[config.mk]
export PLATFORM = sky130hd
export DESIGN_NAME = psum_out_router_buf
export DESIGN_NICKNAME = d
export VERILOG_FILES = /design/src/rtl/psum_out_router_buf.sv
export SDC_FILE = /design/constraint.sdc
export NUM_CORES = 1
export LEC_CHECK = 0
export ABC_CLOCK_PERIOD_IN_PS = 18000
export CAP_MARGIN = 15
export CORE_UTILIZATION = 40
export CTS_CLUSTER_SIZE = 24
export DETAILED_ROUTE_END_ITERATION = 6
export PLACE_DENSITY = 0.68
export SYNTH_ARGS = -nofsm -noshare
export SYNTH_HDL_FRONTEND = slang
export SYNTH_SLANG_ARGS = --single-unit
[constraint.sdc]
create_clock -name clk -period 18 [get_ports clk]
set_input_delay 4.5 -clock clk [delete_from_list [all_inputs] [get_ports clk]]
set_output_delay 4.5 -clock clk [all_outputs]
set_load 0.02 [all_outputs]
[src/rtl/psum_out_router_buf.sv]
// Buffered multi-lane psum router: ID-matched PE beats are queued in a small FIFO and drained onto the shared bus.
// Optional PSUM_ROUTER_BEAT_CNT_EN adds a saturating per-transfer popped-beat counter output.
module psum_out_router_buf #(
    parameter int DATA_WIDTH = 16,
    parameter int ID_WIDTH   = 8,
    parameter int LANES      = 2,
    parameter int FIFO_DEPTH = 4
) (
    input  logic                        clk,
    input  logic                        rst,
    input  logic                        config_state,
    input  logic                        ce,
    input  logic [ID_WIDTH-1:0]         dest_id,
    input  logic [ID_WIDTH-1:0]         source_id,
    input  logic [LANES*DATA_WIDTH-1:0] data_from_pe,
    input  logic                        data_from_pe_en,
    input  logic                        psum_last,
    output logic                        pe_ready,
    input  logic                        psum_out_start_in,
    output logic                        psum_out_start_out,
    output logic [LANES*DATA_WIDTH-1:0] data_to_bus,
    output logic                        data_to_bus_en,
    input  logic                        bus_ready,
    output logic                        psum_done,
    output logic                        overflow_err,
    output logic                        proto_err
`ifdef PSUM_ROUTER_BEAT_CNT_EN
    ,
    output logic [15:0]                 psum_beat_cnt
`endif
);

    localparam int BEAT_W = LANES * DATA_WIDTH;
    localparam int PTR_W  = $clog2(FIFO_DEPTH);
    localparam int CNT_W  = PTR_W + 1;

    typedef enum logic [1:0] {S_IDLE, S_ACTIVE, S_DRAIN} state_t;

    state_t             state_q, state_d;
    logic [ID_WIDTH-1:0] stored_id_q, stored_id_d;
    logic [PTR_W-1:0]   wr_ptr_q, wr_ptr_d, rd_ptr_q, rd_ptr_d;
    logic [CNT_W-1:0]   count_q, count_d;
    logic               pe_ready_q, pe_ready_d;
    logic               start_out_q, start_out_d;
    logic               done_q, done_d;
    logic               ovf_q, ovf_d;
    logic               proto_q, proto_d;
    logic [BEAT_W-1:0]  mem_q [FIFO_DEPTH];

    logic match, beat, full, empty, push, pop, start_acc;

    always_comb begin
        stored_id_d = stored_id_q;
        if (config_state && ce) stored_id_d = dest_id;

        match     = (stored_id_q == source_id) && !config_state;
        beat      = match && data_from_pe_en;
        full      = (count_q == CNT_W'(FIFO_DEPTH));
        empty     = (count_q == '0);
        push      = (state_q == S_ACTIVE) && beat && !full;
        pop       = !empty && bus_ready;
        start_acc = (state_q == S_IDLE) && match && psum_out_start_in;

        state_d     = state_q;
        start_out_d = 1'b0;
        done_d      = 1'b0;
        ovf_d       = ovf_q;
        proto_d     = proto_q;
        wr_ptr_d    = wr_ptr_q + PTR_W'(push);
        rd_ptr_d    = rd_ptr_q + PTR_W'(pop);
        count_d     = count_q + CNT_W'(push) - CNT_W'(pop);

        case (state_q)
            S_IDLE: begin
                if (beat) proto_d = 1'b1;
                if (start_acc) begin
                    state_d     = S_ACTIVE;
                    start_out_d = 1'b1;
                end
            end
            S_ACTIVE: begin
                // A dropped final beat still closes the transfer.
                if (beat && full) ovf_d = 1'b1;
                if (beat && psum_last) state_d = S_DRAIN;
            end
            S_DRAIN: begin
                if (beat) proto_d = 1'b1;
                if (count_d == '0) begin
                    state_d = S_IDLE;
                    done_d  = 1'b1;
                end
            end
            default: state_d = S_IDLE;
        endcase

        // Entering configuration mid-transfer abandons it silently.
        if (config_state && (state_q != S_IDLE)) begin
            state_d     = S_IDLE;
            wr_ptr_d    = '0;
            rd_ptr_d    = '0;
            count_d     = '0;
            done_d      = 1'b0;
            start_out_d = 1'b0;
        end

        pe_ready_d = (count_d != CNT_W'(FIFO_DEPTH));
    end

    always_ff @(posedge clk) begin
        if (rst) begin
            state_q     <= S_IDLE;
            stored_id_q <= '0;
            wr_ptr_q    <= '0;
            rd_ptr_q    <= '0;
            count_q     <= '0;
            pe_ready_q  <= 1'b1;
            start_out_q <= 1'b0;
            done_q      <= 1'b0;
            ovf_q       <= 1'b0;
            proto_q     <= 1'b0;
        end else begin
            state_q     <= state_d;
            stored_id_q <= stored_id_d;
            wr_ptr_q    <= wr_ptr_d;
            rd_ptr_q    <= rd_ptr_d;
            count_q     <= count_d;
            pe_ready_q  <= pe_ready_d;
            start_out_q <= start_out_d;
            done_q      <= done_d;
            ovf_q       <= ovf_d;
            proto_q     <= proto_d;
        end
    end

    always_ff @(posedge clk) begin
        if (push) mem_q[wr_ptr_q] <= data_from_pe;
    end

    assign data_to_bus        = empty ? '0 : mem_q[rd_ptr_q];
    assign data_to_bus_en     = !empty;
    assign pe_ready           = pe_ready_q;
    assign psum_out_start_out = start_out_q;
    assign psum_done          = done_q;
    assign overflow_err       = ovf_q;
    assign proto_err          = proto_q;

`ifdef PSUM_ROUTER_BEAT_CNT_EN
    logic [15:0] beat_cnt_q, beat_cnt_d;

    always_comb begin
        beat_cnt_d = beat_cnt_q;
        if (start_acc)
            beat_cnt_d = '0;
        else if (pop && (beat_cnt_q != 16'hFFFF))
            beat_cnt_d = beat_cnt_q + 16'd1;
    end

    always_ff @(posedge clk) begin
        if (rst) beat_cnt_q <= '0;
        else     beat_cnt_q <= beat_cnt_d;
    end

    assign psum_beat_cnt = beat_cnt_q;
`endif

endmodule

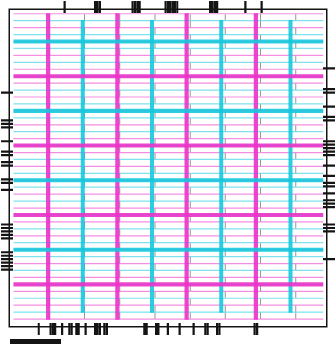
run_1/power_grid.png
Bar = 20 um. Pins as bars on the die edge. Tap cells in gray.
- cyan: VDD
- magenta: VSS
- met5 straps: 8
- rows: 44
- met1 rails: 45
- tap cells: 184
placeable core region: 0.0145 mm^2
die extent in x: 124 um
largest voltage drop on the vdd net: 0.0655 mV

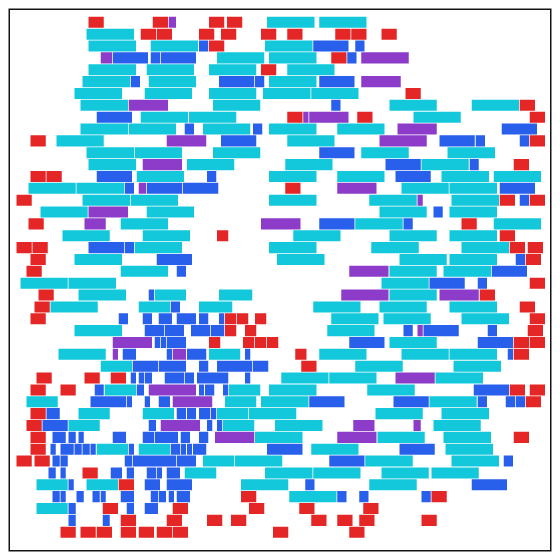
run_1/placement_by_type.png
- purple: clock drivers and dummy loads (cells 32; share of their area 8.2%)
- red: remaining buffers and delay cells (cells 104; share of their area 13%)
- cyan: sequential cells (cells 150; share of their area 57%)
- blue: combinational and other logic (cells 160; share of their area 21%)
final instance area: 0.00777 mm^2
fraction of area in registers: 0.552

==> PnR_summary.wiki, run 1 <==
== Implementation results ==
{| class="wikitable"
! Metric !! Value
|-
| Met1 demand-to-capacity share in global routing || 0.194
|-
| Most frequent cells in the layout || 128 x sky130_fd_sc_hd__edfxtp_1, 93 x sky130_fd_sc_hd__clkdlybuf4s50_1, 35 x sky130_fd_sc_hd__nor2b_1
|-
| Met1 Wirelength || 4.91 mm
|-
| Antenna violations before repair || 0
|-
| Power density over cell area || 137 mW/mm^2
|-
| Antenna diode instance count || 0
|-
| Mean cell area of the mapped netlist || 18.3 um^2
|-
| Post-Synth Adder-Cell Area || 0.0118
|-
| Starting density of the core || 0.409
|-
| Weighted congestion at the end of routability-driven global placement || 0.743
|-
| Share of the yosys chip area belonging to registers || 0.721
|-
| #MultiIn Comb || 152
|-
| Peak-usage layer in the global routing report || met2
|-
| Highest fanout seen on the critical path || 17
|-
| Share of the cycle needed by the critical path after routing || 0.411
|-
| FP Rows || 44
|-
| Post-Synth Simple-Gate Area || 0.0893
|-
| Seq pwr share || 0.378
|-
| Met3 wire length || 509 um
|-
| Multiplexer share || 0.121
|-
| Proportion of total power due to net switching || 0.273
|-
| Combinational share of cell area || 0.204
|-
| Gates resized, CTS repair || 0
|-
| Transition time of the tightest slew-check pin || 0.940 ns
|-
| Non-clock buffering overhead in the final layout || 0.130
|-
| Worst setup SP type || flip-flop
|-
| Count of warnings emitted by yosys || 0
|-
| Worst R2R Start || stored_id_q[4]
|-
| CTS tree || built
|-
| Logic inverters || 8
|-
| Cell class with the largest area share || sequential cells
|-
| Maximum achievable frequency || 135 MHz
|-
| Number of distinct library cell variants in the gate-level netlist after synthesis || 36
|-
| Worst setup EP type || primary output
|-
| Seq pwr || between 400 and 500 uW
|-
| CP Buf/Inv Count || 2
|-
| Max clock buf depth || 2
|-
| Internal || 775 uW
|-
| Data arrival at the endpoint of the critical path || approximately 2.9 ns
|-
| Number of buffers inserted for hold repair after clock tree synthesis || 0
|-
| Setup repair after global routing missed its margin || false
|-
| Largest Pwr Group || registers
|-
| Vias || around 3.2k
|-
| Routed wire per std cell || 18.1 um
|-
| Post-Route Setup TNS || 0 ns
|-
| Worst setup path startpoint || rd_ptr_q[0]
|-
| Global routing met2 resource utilization || 0.268
|-
| Clock latency on the worst-skew pair || approximately 0.42 ns
|-
| # Post-CTS Setup Buffers || 0
|-
| Pin count of the biggest net entering global routing || 34
|-
| Setup slack on the worst flop-to-flop path || 14.79 ns
|-
| Time the final worst path needs with I/O delays and setup || roughly 7.4 ns
|-
| Nonclk buf count || between 100 and 150
|-
| Compound-cell area share of the yosys netlist || 0.0227
|-
| Biggest combinational cell group after synthesis || multiplexers
|-
| Critical-path cell list || buf_4 > mux4_2 > nor2b_1 > clkdlybuf4s50_1
|-
| Cell type with the largest total area after synthesis || sky130_fd_sc_hd__edfxtp_1
|-
| Port-buffer cells || 93
|-
| Most popular library cell in the synthesized design by count || sky130_fd_sc_hd__edfxtp_1
|-
| Setup violators final || 0
|-
| Clock buffers || 23
|-
| XOR/XNOR Fraction of Synth Area || 0.0171
|-
| FILL cells || around 1.2k
|-
| Worst clock skew || between 0.009 and 0.01 ns
|-
| Count of pins on the block boundary || around 94
|-
| Number of sinks handled by clock tree synthesis || ~150
|-
| Count of flip-flops with a built-in enable after synthesis || ~130
|-
| Global-route wire length before repair || 17.5 mm
|-
| Clock slew at reported path FFs || around 0.06 ns
|-
| Number of remaining DRC errors || 0
|-
| Number of nets at floorplan || about 390
|-
| Fraction of power consumed by the clock network || 0.346
|-
| Final tally of max-slew violations || 0
|-
| Worst slew slack as a fraction of its limit || 0.373
|-
| Vias in the first global route || 3376
|-
| Instance tally after logic synthesis || 324
|-
| Comb power frac || 0.277
|-
| Number of well taps || about 180
|-
| Hold worst-path end || overflow_err
|-
| Final Net Count || 494
|-
| Yosys stat cell total || 324
|-
| Worst setup path endpoint || data_to_bus[28]
|-
| Number of max-capacitance violations reported || 0
|-
| Leakage dissipation || 0.00252 uW
|-
| Hold Path Stages || 2
|-
| Comb power || roughly 300 uW
|-
| Share of layout cells above drive strength 1 || 0.195
|-
| Share of the synthesized area in the top cell type || 0.647
|-
| Total global-route track usage || 0.161
|-
| Routed wl met2 || between 5 and 6 mm
|-
| DIE AREA || about 0.015 mm^2
|-
| Async set-or-reset flop fraction in the synthesized netlist || 0
|-
| Destination of the worst register-to-register timing path || psum_done
|-
| Depth of the worst register-to-register path || 12
|-
| Critical path's top delay family || buffers and inverters
|-
| CP Class || flip-flop to primary output
|-
| Launch instance of the worst min-delay path || overflow_err
|-
| Synth-to-layout area growth || 30.7%
|-
| Result of the run || completed
|-
| Endpoints failing hold || 0
|-
| Post-synthesis cell area || 0.00594 mm^2
|-
| Overflow left after global routing || 0
|-
| Clock H-tree levels || 4
|-
| Met3 routing resource usage after global routing || 0.0495
|-
| Number of nets still failing antenna checks after routing || 0
|-
| Routed wire length || 11.4 mm
|-
| Clock buffers created by TritonCTS || 17
|-
| Flip-flops || 150
|-
| Area after detailed placement || 0.00715 mm^2
|-
| WP data required || 13.50 ns
|-
| Top sig layer || met4
|-
| DRT iter0 DRCs || 126
|}
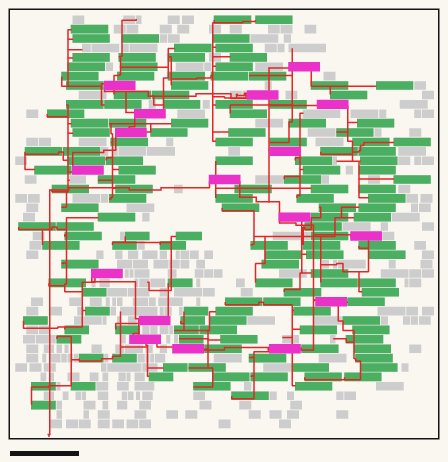
run_1/clk_routes.png
Bar = 20 um.
- green: flip-flops (count 150)
- red: clock wires (length 1720 um)
- magenta: clock drivers (count 17)
- flops lie: widely spread
- routed clock nets: 18

-- run 1: flip-flops by register name (all words and copies together) (netlist names) --
signal              flops
count_q                 3
rd_ptr_q                2
stored_id_q             8
pe_ready                1
overflow_err            1
wr_ptr_q                2
proto_err               1
psum_out_start_out      1
psum_done               1
state_q                 2
mem_q                 128
-- run 1: per-stage QoR --
stage	setup WS [ns]	cells	utilization	hold WS [ns]	power, uW
after floorplan	9.11	324	-	0.443	578
after global placement	10.41	598	0.492	0.447	707
after detailed placement	10.29	598	0.492	0.440	709
after CTS	10.52	630	0.534	0.461	1080
after global routing	10.40	630	0.534	0.499	1120
final	10.61	630	0.534	0.460	1070
-- run 1: logic make-up after synthesis --
group,count (synthesis)
flops,150
mux,32
fa+ha+maj,5
xor+xnor,10
buf+inv,22
simple gates,88
compound gates,17
==> run 1 -> run 2 <==
ABC_CLOCK_PERIOD_IN_PS = 7550   (was 18000)
clock period = 7.55 ns   (was 18 ns; I/O delays follow)
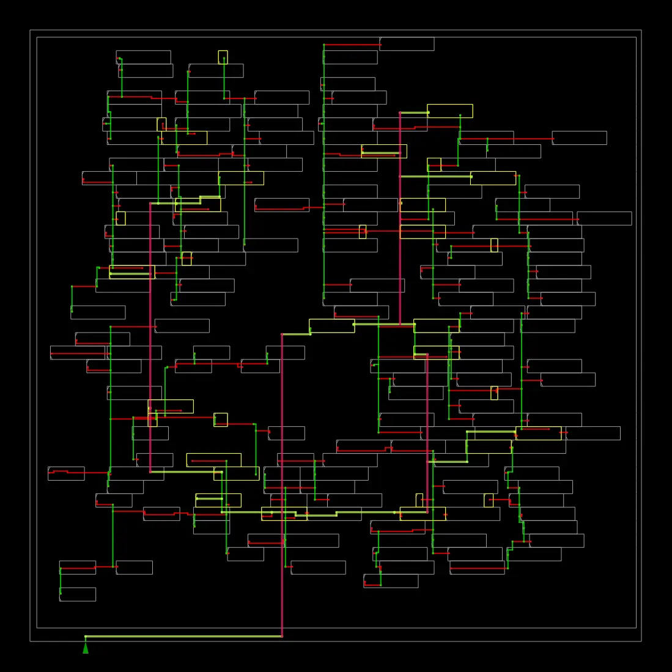
run_2/clocks.png
clock latency on the worst-skew pair: 0.41 ns
number of sinks handled by clock tree synthesis: 150
clock buffers created by TritonCTS: 17

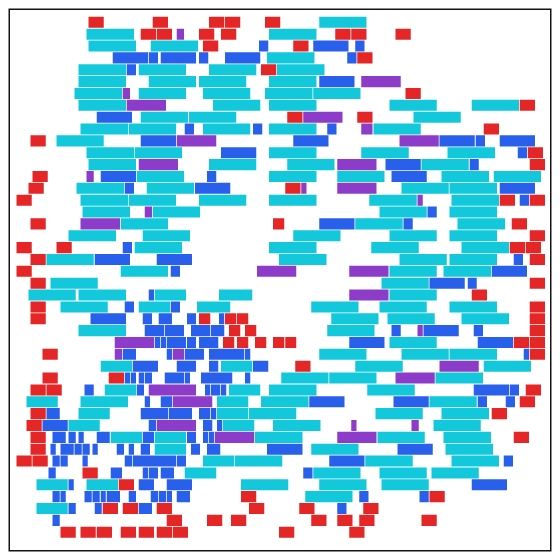
run_2/placement_by_type.png
- blue: combinational and other logic (cells 160; share of their area 22%)
- purple: clock drivers and dummy loads (cells 32; share of their area 7.6%)
- cyan: sequential cells (cells 150; share of their area 57%)
- red: remaining buffers and delay cells (cells 104; share of their area 14%)
share of the core filled with cells in the final layout: 0.531
fraction of area in registers: 0.556

==> PnR_summary.wiki, run 2 <==
== Implementation results ==
{| class="wikitable"
! Metric !! Value
|-
| Hold worst-path end || stored_id_q[2]
|-
| Biggest combinational cell group after synthesis || multiplexers
|-
| XOR/XNOR Fraction of Synth Area || 0.0171
|-
| Power density over cell area || about 320 mW/mm^2
|-
| Instance tally after logic synthesis || 324
|-
| # Post-CTS Setup Buffers || 0
|-
| Clock slew at reported path FFs || 0.06 ns
|-
| Count of pins on the block boundary || 94
|-
| Mean cell area of the mapped netlist || 18.3 um^2
|-
| Met3 wire length || between 400 and 500 um
|-
| Leakage dissipation || approximately 0.0025 uW
|-
| Share of the synthesized area in the top cell type || 0.647
|-
| Vias in the first global route || ~3.4k
|-
| CP Class || flip-flop to primary output
|-
| Setup violators final || 0
|-
| Die extent in x || 124 um
|-
| Maximum achievable frequency || around 210 MHz
|-
| Setup slack on the worst flop-to-flop path || around 4.5 ns
|-
| Antenna diode instance count || 0
|-
| Hold Path Stages || 2
|-
| Top sig layer || met4
|-
| Proportion of total power due to net switching || 0.279
|-
| DRT iter0 DRCs || 156
|-
| Post-Synth Adder-Cell Area || 0.0118
|-
| Worst setup EP type || primary output
|-
| Met1 demand-to-capacity share in global routing || 0.191
|-
| Count of warnings emitted by yosys || 0
|-
| Launch instance of the worst min-delay path || stored_id_q[2]
|-
| Number of nets at floorplan || between 300 and 400
|-
| WP data required || 5.66 ns
|-
| Worst setup path startpoint || rd_ptr_q[0]
|-
| #MultiIn Comb || 152
|-
| Highest fanout seen on the critical path || 17
|-
| Post-synthesis cell area || between 0.005 and 0.006 mm^2
|-
| Clock buffers || 23
|-
| CTS tree || built
|-
| Post-Synth Simple-Gate Area || 0.0893
|-
| Share of the cycle needed by the critical path after routing || 0.629
|-
| Pin count of the biggest net entering global routing || 34
|-
| Post-layout worst setup margin || 2.80 ns
|-
| Result of the run || completed
|-
| Routed wl met2 || 5.59 mm
|-
| Most frequent cells in the layout || 128 x sky130_fd_sc_hd__edfxtp_1, 93 x sky130_fd_sc_hd__clkdlybuf4s50_1, 35 x sky130_fd_sc_hd__nor2b_1
|-
| Vias || 3178
|-
| Final instance area || 0.00771 mm^2
|-
| Clock H-tree levels || 4
|-
| Post-Route Setup TNS || 0 ns
|-
| Combinational share of cell area || 0.206
|-
| Largest voltage drop on the vdd net || around 0.15 mV
|-
| Number of distinct library cell variants in the gate-level netlist after synthesis || 36
|-
| Area after detailed placement || 0.00715 mm^2
|-
| Critical-path cell list || buf_4 > mux4_2 > nor2b_1 > clkdlybuf4s50_1
|-
| Number of remaining DRC errors || 0
|-
| Peak-usage layer in the global routing report || met2
|-
| Synth-to-layout area growth || 29.8%
|-
| Dpl ws || roughly 2.5 ns
|-
| Comb power frac || 0.285
|-
| Seq pwr share || 0.391
|-
| Registers with the most flip-flops || mem_q: 128 flops, stored_id_q: 8 flops, count_q: 3 flops
|-
| Global routing met2 resource utilization || 0.260
|-
| Weighted congestion at the end of routability-driven global placement || between 0.7 and 0.8
|-
| Number of nets still failing antenna checks after routing || 0
|-
| Cell class with the largest area share || sequential cells
|-
| Transition time of the tightest slew-check pin || about 0.98 ns
|-
| Worst hold slack across all endpoints || 0.475 ns
|-
| Number of well taps || approximately 180
|-
| Met3 routing resource usage after global routing || 0.0444
|-
| Share of layout cells above drive strength 1 || 0.195
|-
| Routed wire per std cell || 17.5 um
|-
| Met1 Wirelength || a little under 5 mm
|-
| Internal || roughly 1800 uW
|-
| Worst R2R Start || stored_id_q[4]
|-
| Time the final worst path needs with I/O delays and setup || between 4 and 5 ns
|-
| Max clock buf depth || 2
|-
| Global-route wire length before repair || 17.2 mm
|-
| Async set-or-reset flop fraction in the synthesized netlist || 0
|-
| Filler-free cell count of the finished design || 630
|-
| Gates resized, CTS repair || 0
|-
| Antenna violations before repair || 0
|-
| Placeable core region || roughly 0.015 mm^2
|-
| Final Net Count || 494
|-
| Share of the yosys chip area belonging to registers || 0.721
|-
| Worst slew slack as a fraction of its limit || 0.346
|-
| Logic inverters || 8
|-
| Number of buffers inserted for hold repair after clock tree synthesis || 0
|-
| Setup repair after global routing missed its margin || false
|-
| Yosys stat cell total || approximately 320
|}
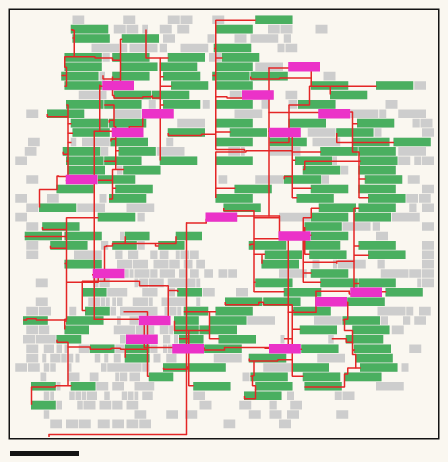
run_2/clk_routes.png
Bar = 20 um.
fraction of power consumed by the clock network: 0.323
worst clock skew: 0.00919 ns
Clock group: 792 uW

-- run 2: cell counts after synthesis --
No cell type changed its count.
-- run 2: power by group through the flow --
| stage | Sequential, uW | Clock [uW] | Combinational (uW) |
|---|---|---|---|
| final | 959 | 792 | 699 |
| after global routing | 966 | 845 | 767 |
| after floorplan | 939 | 0 | 439 |
| after global placement | 979 | 0 | 707 |
| after CTS | 962 | 813 | 715 |
| after detailed placement | 979 | 0 | 712 |
-- run 2: through the flow --
| stage | util | total power (uW) |
|---|---|---|
| 2_1_floorplan | - | 1380 |
| 3_3_place_gp | 0.492 | 1690 |
| 3_5_place_dp | 0.492 | 1690 |
| 4_1_cts | 0.531 | 2490 |
| 5_1_grt | 0.531 | 2580 |
| 6_report | 0.531 | 2450 |
Power and IR drop assume default switching activity.
